==> config.mk <==
export PLATFORM = sky130hd
export DESIGN_NAME = counter_bank
export DESIGN_NICKNAME = d
export VERILOG_FILES = /design/src/rtl/counter_bank.sv
export SDC_FILE = /design/constraint.sdc
export NUM_CORES = 1
export LEC_CHECK = 0
export CORE_MARGIN = 4
export CORE_UTILIZATION = 30
export DETAILED_ROUTE_END_ITERATION = 10
export SLEW_MARGIN = 20
export SYNTH_ARGS = -nofsm -noshare
export SYNTH_HDL_FRONTEND = slang
export SYNTH_SLANG_ARGS = --single-unit
==> constraint.sdc <==
create_clock -name clk -period 5.61 [get_ports clk]
set_input_delay 1.122 -clock clk [delete_from_list [all_inputs] [get_ports clk]]
set_output_delay 1.122 -clock clk [all_outputs]
set_load 0.05 [all_outputs]
==> src/rtl/counter_bank.sv <==
// counter_bank: NCH independent WIDTH-bit timer/counter channels on the
// memory-mapped I/O bus. Each channel counts ticks from its own tick_in
// source in one of four modes (one-shot, rate, square, event). It keeps a
// sticky terminal flag and contributes to a combined interrupt.
//
// Optional build macro: COUNTER_BANK_SYNC_EN
//   defined   - each tick_in passes through a 2-flop synchroniser and a
//               rising-edge detector (count updates on the 3rd clk edge
//               after tick_in rises).
//   undefined - tick_in is a synchronous level enable (one tick per clk
//               edge while high).
//
// Ports:
//   clk      system clock, all state on rising edge
//   reset    asynchronous, active-low reset
//   tick_in  per-channel count sources
//   we       register write strobe
//   ch       channel select (values >= NCH are unmapped)
//   sel      register select: 0 reload, 1 ctrl, 2 status, 3 count
//   wdata    write data
//   rdata    registered read data
//   cnt_out  per-channel output waveform
//   irq      OR over channels of (flag & irq_en)
module counter_bank #(
    parameter int NCH   = 4,
    parameter int WIDTH = 32
) (
    input  logic             clk,
    input  logic             reset,
    input  logic [NCH-1:0]   tick_in,
    input  logic             we,
    input  logic [2:0]       ch,
    input  logic [1:0]       sel,
    input  logic [WIDTH-1:0] wdata,
    output logic [WIDTH-1:0] rdata,
    output logic [NCH-1:0]   cnt_out,
    output logic             irq
);

    localparam logic [1:0] SEL_RELOAD = 2'd0;
    localparam logic [1:0] SEL_CTRL   = 2'd1;
    localparam logic [1:0] SEL_STATUS = 2'd2;
    localparam logic [1:0] SEL_COUNT  = 2'd3;

    localparam logic [1:0] MODE_ONESHOT = 2'd0;
    localparam logic [1:0] MODE_RATE    = 2'd1;
    localparam logic [1:0] MODE_SQUARE  = 2'd2;
    localparam logic [1:0] MODE_EVENT   = 2'd3;

    localparam logic [WIDTH-1:0] ONES = '1;
    localparam logic [WIDTH-1:0] ONE  = WIDTH'(1);

    logic [NCH-1:0] tick;

`ifdef COUNTER_BANK_SYNC_EN
    logic [NCH-1:0] sync_p0;
    logic [NCH-1:0] sync_p1;
    logic [NCH-1:0] sync_p2;

    // synchroniser stages p0/p1, p2 holds the previous level for edge detect
    always_ff @(posedge clk or negedge reset) begin
        if (!reset) begin
            sync_p0 <= '0;
            sync_p1 <= '0;
            sync_p2 <= '0;
        end else begin
            sync_p0 <= tick_in;
            sync_p1 <= sync_p0;
            sync_p2 <= sync_p1;
        end
    end

    assign tick = sync_p1 & ~sync_p2;
`else
    assign tick = tick_in;
`endif

    logic [WIDTH-1:0] count_q  [NCH];
    logic [WIDTH-1:0] reload_q [NCH];
    logic [1:0]       mode_q   [NCH];
    logic [NCH-1:0]   en_q;
    logic [NCH-1:0]   ie_q;
    logic [NCH-1:0]   flag_q;
    logic [NCH-1:0]   out_q;

    logic [31:0]      ch_idx;
    logic [NCH-1:0]   hit;
    logic [NCH-1:0]   tick_ok;
    logic [WIDTH-1:0] rd_next;

    assign ch_idx = 32'(ch);

    // A write to reload/ctrl/count drops a coincident tick; a status write
    // does not, so a terminal event can still set the flag over a clear.
    always_comb begin
        hit     = '0;
        tick_ok = '0;
        for (int i = 0; i < NCH; i++) begin
            hit[i]     = we && (ch_idx == 32'(i));
            tick_ok[i] = tick[i] && en_q[i] && !(hit[i] && (sel != SEL_STATUS));
        end
    end

    always_ff @(posedge clk or negedge reset) begin
        if (!reset) begin
            for (int i = 0; i < NCH; i++) begin
                count_q[i]  <= '0;
                reload_q[i] <= '0;
                mode_q[i]   <= '0;
            end
            en_q   <= '0;
            ie_q   <= '0;
            flag_q <= '0;
            out_q  <= '0;
        end else begin
            for (int i = 0; i < NCH; i++) begin
                // modes 1 and 3 (mode bit 0 set) drive one-clk pulses only
                if (mode_q[i][0]) begin
                    out_q[i] <= 1'b0;
                end

                if (hit[i]) begin
                    case (sel)
                        SEL_RELOAD: begin
                            reload_q[i] <= wdata;
                            count_q[i]  <= wdata;
                            if (!mode_q[i][0]) begin
                                out_q[i] <= 1'b0;
                            end
                        end
                        SEL_CTRL: begin
                            mode_q[i] <= wdata[1:0];
                            en_q[i]   <= wdata[2];
                            ie_q[i]   <= wdata[3];
                        end
                        SEL_STATUS: begin
                            if (wdata[0]) begin
                                flag_q[i] <= 1'b0;
                            end
                        end
                        SEL_COUNT: begin
                            count_q[i] <= wdata;
                        end
                        default: ;
                    endcase
                end

                // placed after the write decode so a terminal set beats a clear
                if (tick_ok[i]) begin
                    if (mode_q[i] == MODE_EVENT) begin
                        if (count_q[i] == ONES) begin
                            count_q[i] <= '0;
                            out_q[i]   <= 1'b1;
                            flag_q[i]  <= 1'b1;
                        end else begin
                            count_q[i] <= count_q[i] + ONE;
                        end
                    end else if (count_q[i] == ONE) begin
                        flag_q[i] <= 1'b1;
                        case (mode_q[i])
                            MODE_ONESHOT: begin
                                count_q[i] <= '0;
                                out_q[i]   <= 1'b1;
                            end
                            MODE_RATE: begin
                                count_q[i] <= reload_q[i];
                                out_q[i]   <= 1'b1;
                            end
                            MODE_SQUARE: begin
                                count_q[i] <= reload_q[i];
                                out_q[i]   <= ~out_q[i];
                            end
                            default: ;
                        endcase
                    end else if (count_q[i] != '0) begin
                        // a zero count is a halted channel
                        count_q[i] <= count_q[i] - ONE;
                    end
                end
            end
        end
    end

    always_comb begin
        rd_next = '0;
        for (int i = 0; i < NCH; i++) begin
            if (ch_idx == 32'(i)) begin
                case (sel)
                    SEL_RELOAD: rd_next = reload_q[i];
                    SEL_CTRL:   rd_next[3:0] = {ie_q[i], en_q[i], mode_q[i]};
                    SEL_STATUS: rd_next[2:0] = {en_q[i] && ((count_q[i] != '0) ||
                                                (mode_q[i] == MODE_EVENT)),
                                                out_q[i], flag_q[i]};
                    SEL_COUNT:  rd_next = count_q[i];
                    default:    rd_next = '0;
                endcase
            end
        end
    end

    always_ff @(posedge clk or negedge reset) begin
        if (!reset) begin
            rdata <= '0;
        end else begin
            rdata <= rd_next;
        end
    end

    assign cnt_out = out_q;
    assign irq     = |(flag_q & ie_q);

endmodule

==> GITHUB_STEP_SUMMARY <==
### Yosys + OpenROAD results

| Metric | Value |
|---|---|
| Status | complete, no violations |
| Fp_density | 0.302 |
| CTS tree | built |
| Slew @ Worst Pin | 1.25 ns |
| Synth Area per Inst | 8.40 sq um |
| TritonCTS Buffers | 37 |
| Hold_buf cts | 0 |
| Max layer used | met4 |
| Insertion Delay late pin | 0.58 ns |
| Crit path from | sel[0] |
| CP endpoint kind | register |
| Leakage | 9.71 nW |
| Mux area share | 0.0782 |
| Die Ht | 290 um |
| Skew final | 0.0166 ns |
| Critical-path cell list | clkdlybuf4s50_1 -> inv_1 -> ha_1 -> nor2b_1 -> buf_4 -> a21o_1 -> o21ai_0 -> o21ai_0 -> a221o_1 |
| Total gr overflow | 0 |
| Comb group | 4.06 mW |
| Area share, top type | 0.327 |
| Most numerous logic cells after layout | nand2_1 (314), dfrtp_1 (312), nor2_1 (170) |
Figure 1. Zoomed window.
Region (130, 72) to (160, 102) um. Cells in grey, sequential cells in the stronger grey; small squares are vias.
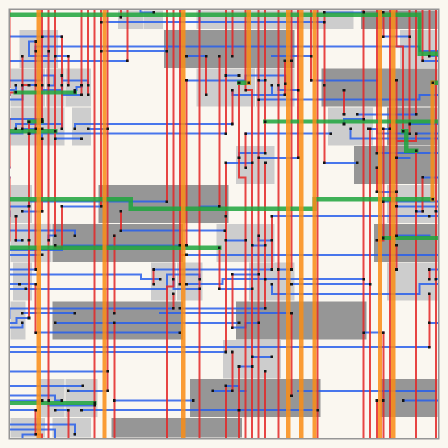
[M1] blue
[M2] red
[M4] orange
[M3] green
netlist names of flops here include: `reload_q` (4), `count_q` (3), `rdata` (2)
most frequent: dfrtp_1 (9), mux2_2 (6), o21ai_0 (4)
sequential cells in the window: 9
cells with their middle in the window: 36

Figure 2. Gate families picked out.
Drawn at 2 px/um.
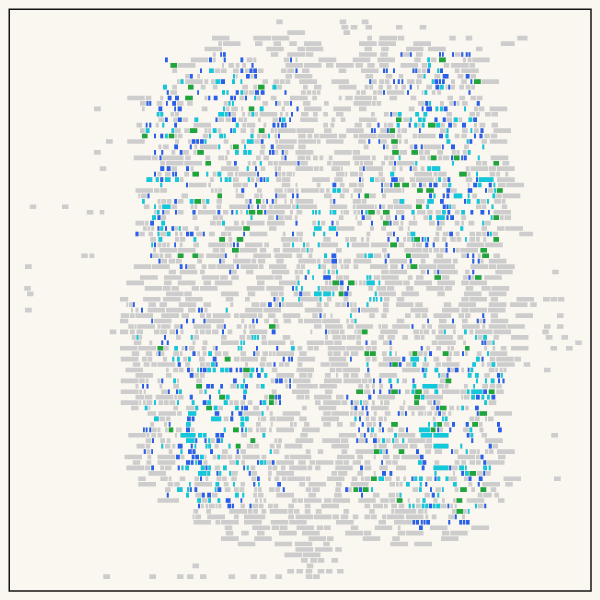
[nor cells] cyan | cells: 383
[non-inverting ao/oa cells] green | cells: 103
[nand cells] blue | cells: 514

Figure 3. Wire density map.
Drawn at 1 px/um. The die is cut into 29 by 29 equal tiles; white is low, dark blue is high, scaled to the fullest tile. Values are wire area over tile area, all layers added.
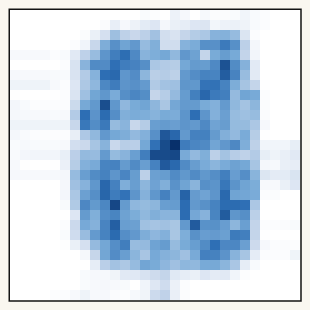
tiles over half the peak: 28%
emptiest ninth of the die: lower left
nearly empty tiles: 30%
fullest tile: 0.80
mean over tiles: 0.22

Figure 4. Metal 4.
Drawn at 1.5 px/um. Supply wires on this layer in grey.
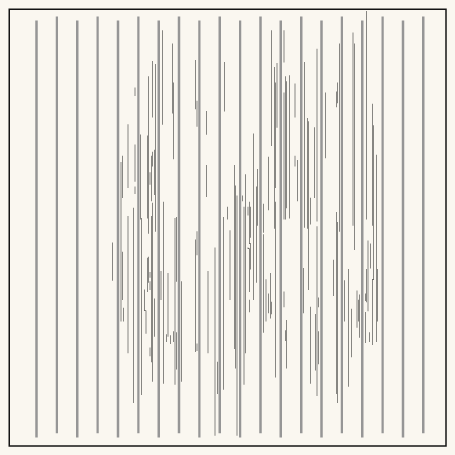
longest straight run: 160 um
share of all routed wire: 6.5%
wire length on this layer: 6940 um

Figure 5. Routing congestion map.
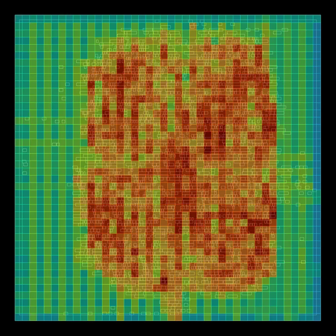
Finished Core Util: 0.339
met1 capacity usage during global routing: 0.335
global routing usage on met3: 0.0591

Power is estimated from default activity; no workload was simulated.
